==> config.mk <==
export PLATFORM = sky130hd
export DESIGN_NAME = sram_access_ctrl
export DESIGN_NICKNAME = d
export VERILOG_FILES = /design/src/rtl/sram_access_ctrl.sv
export SDC_FILE = /design/constraint.sdc
export NUM_CORES = 1
export LEC_CHECK = 0
export CORE_MARGIN = 3
export CORE_UTILIZATION = 34
export DETAILED_ROUTE_END_ITERATION = 12
export PLACE_DENSITY = 0.67
export SETUP_SLACK_MARGIN = 0.2
export SLEW_MARGIN = 20
export SYNTH_ARGS = -nofsm -noshare
export SYNTH_HDL_FRONTEND = slang
export SYNTH_SLANG_ARGS = --single-unit
==> constraint.sdc <==
create_clock -name clk -period 2.3 [get_ports clk]
set_input_delay 0.345 -clock clk [delete_from_list [all_inputs] [get_ports clk]]
set_output_delay 0.345 -clock clk [all_outputs]
set_load 0.02 [all_outputs]
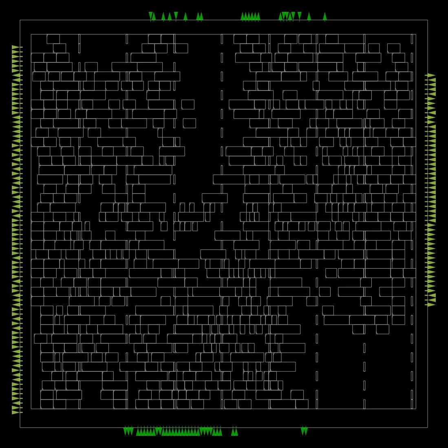
Figure 1: placed standard cells.
Row Count: 40
share of cell area taken by flip-flops and latches: 27.2%
fill cell instance count of the final layout: 1092

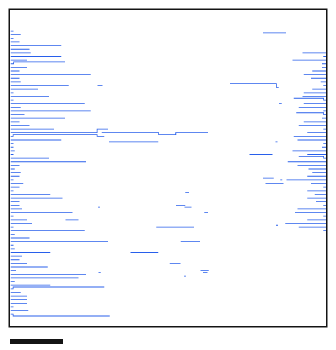
Figure 2: met3 routing.
Scale bar: 20 µm.
longest straight run: 36.1 µm
nets with wire on the layer: 147
main direction: horizontal
Via Count: 4035
final WL: 13700 µm

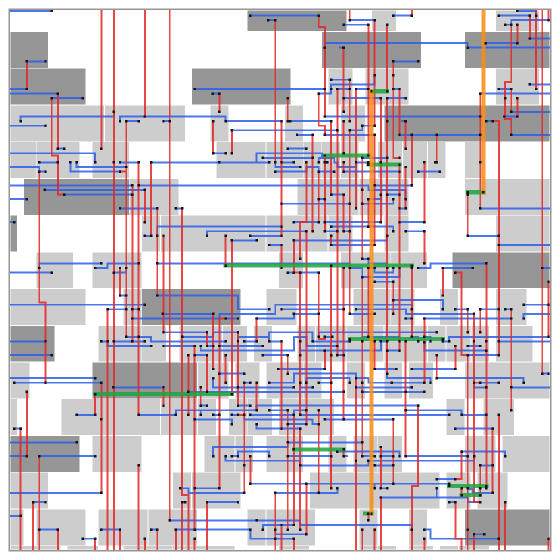
Figure 3: layout detail.
Window x 39 to 79, y 16 to 56 µm. Cells in gray, sequential cells in the stronger gray; small squares are vias.
[met2] red
[met1] blue
[met3] green
[met4] orange
sequential cells in the window: 13
most frequent: nor2_1 (11), dfxtp_1 (11), nand2_1 (10)
cells with their middle in the window: 107

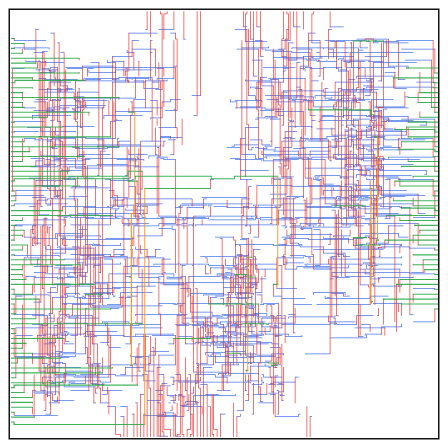
Figure 4: wiring by layer.
[met2] red | wire length: 6470 µm
[met3] green | wire length: 1300 µm
[met4] orange | wire length: 257 µm
[met1] blue | wire length: 5680 µm
WL/cell: 17.2 µm
GRT Util Overall: 19.4%

==> flow_summary.json <==
{
  "ys_cells": 442,
  "worst_path_top_cell_family_by_delay": "AND-OR/OR-AND gates",
  "postSynthSeqShare_pct": 42.4,
  "placed_area_mm2": 0.00639,
  "postLayoutCellArea_mm2": 0.00671,
  "syn_inst": 442,
  "grt_pass1_wl_um": 21900,
  "drt-vias-per-instance": 5.07,
  "numPlacedInstances": 780,
  "worst_setup_hold_path_clk_slew_ns": 0.07,
  "cts_repair_resize_count": 2,
  "io-pin-count": 185,
  "cts_setup_buffers": 0,
  "firstDrtPassIters": 6,
  "pin_count_of_the_biggest_net_entering_global_routing": 44,
  "syn_area_per_cell_um2": 9.72,
  "vdd_ir_drop_max_v": 0.000493,
  "lay_top_count": "sky130_fd_sc_hd__clkdlybuf4s50_1",
  "synth_flops": 91,
  "whs_ns": 0.462,
  "largest_logic_family": "AND-OR/OR-AND gates",
  "run_status": "finished clean",
  "post_layout_nonfiller_instances": 796,
  "power.switching_fraction_pct": 24.0,
  "netlist.area_leader.share_pct": 42.4,
  "chip_area_mm2": 0.0140,
  "synthTopCellsByCount": "91 x sky130_fd_sc_hd__dfxtp_1, 44 x sky130_fd_sc_hd__nand2_1, 41 x sky130_fd_sc_hd__mux2i_1",
  "insertion_delay_ns": 0.33,
  "holdCritPathClass": "register to register",
  "power.switching_uw": 898,
  "cts_sinks": 91,
  "postSynth.asyncResetShare_pct": 0,
  "stage_log_warnings": 27,
  "final_nets": 730,
  "post_synth_ao_oa_area_fraction_pct": 28.1,
  "synth-main-ff-cell": "sky130_fd_sc_hd__dfxtp_1",
  "crit_path_drt_ns": 2.53,
  "area_growth_pct": 56.1,
  "top_area_cell_types": "sky130_fd_sc_hd__dfxtp_1 42%, sky130_fd_sc_hd__mux2i_1 9.6%, sky130_fd_sc_hd__o2bb2ai_1 7.1%, sky130_fd_sc_hd__a22o_1 6.3%, sky130_fd_sc_hd__a21oi_1 4.7%",
  "timing.reg2reg.worst_path_depth": 7,
  "most_frequent_cell_after_synthesis": "sky130_fd_sc_hd__dfxtp_1",
  "die-height_um": 118,
  "setup_ws_ns": 0.385,
  "first_global_vias": 4129,
  "timing.max_cap.violations": 0,
  "path_cells": "clkdlybuf4s50_1 > nor4_2 > o211ai_2 > o21ai_1 > a31oi_4 > buf_12 > a22o_1",
  "simple_gate_area_share_pct": 11.6,
  "cts-hold-fix-buffers": 0,
  "detail_route.drc_violations": 0,
  "power_clock_mw": 1.56,
  "cts-root-to-sink-buffers": 2,
  "ys_area_mm2": 0.00430,
  "initial_utilization_pct": 35.3,
  "antenna_cells": 0,
  "timing.fmax_ghz": 0.522,
  "synth-edff-count": 0,
  "finalWeightedCongestion": 0.871,
  "finalClockPeriodUsage_pct": 83.2,
  "remaining_global_route_overflow": 0,
  "timing.critical_path.slowest_cell_delay_ns": 0.43,
  "cp_max_fo": 43,
  "logic_area_mm2": 0.00230,
  "seq_cell_power_mw": 1.60,
  "grt_antenna_before_repair": 0,
  "worstSetupPathType": "input pin to register",
  "comb_cell_power_uw": 578,
  "post_route_cells_drive_above_1_share_pct": 11.0,
  "hold-path-cell-count": 2,
  "tally_of_unique_sky130hd_cells_used_after_synthesis": 52,
  "place.detailed.hpwl_um": 10600,
  "ctsRootBufferMaster": "sky130_fd_sc_hd__clkbuf_16",
  "grt_setup_unrepaired": "no",
  "end_kind": "register",
  "totalNegativeSetupSlack_ns": 0
}
-- metal layers --
metal  wire length [µm]  vias to the layer above  part of all wire, %  track usage [%]
li1                   -                     1999                    -                -
met1               5680                     1850                   41             22.9
met2               6470                      172                   47             31.8
met3               1300                       14                  9.4             7.46
met4                257                        0                  1.9             7.39
met5                  0                        -                    0                0
-- cell type report --
type	count	area share (%)
Sequential cell	91	27.2
Multi-Input combinational cell	311	34.3
Timing Repair Buffer	203	30.4
Tap cell	168	3.13
Clock inverter	4	1.12
Clock buffer	12	3.53
Inverter	7	0.392
-- kinds of logic after synthesis --
logic type | after synthesis
compound gates | 160
fa+ha+maj | 2
buf+inv | 40
flops | 91
mux | 52
simple gates | 97
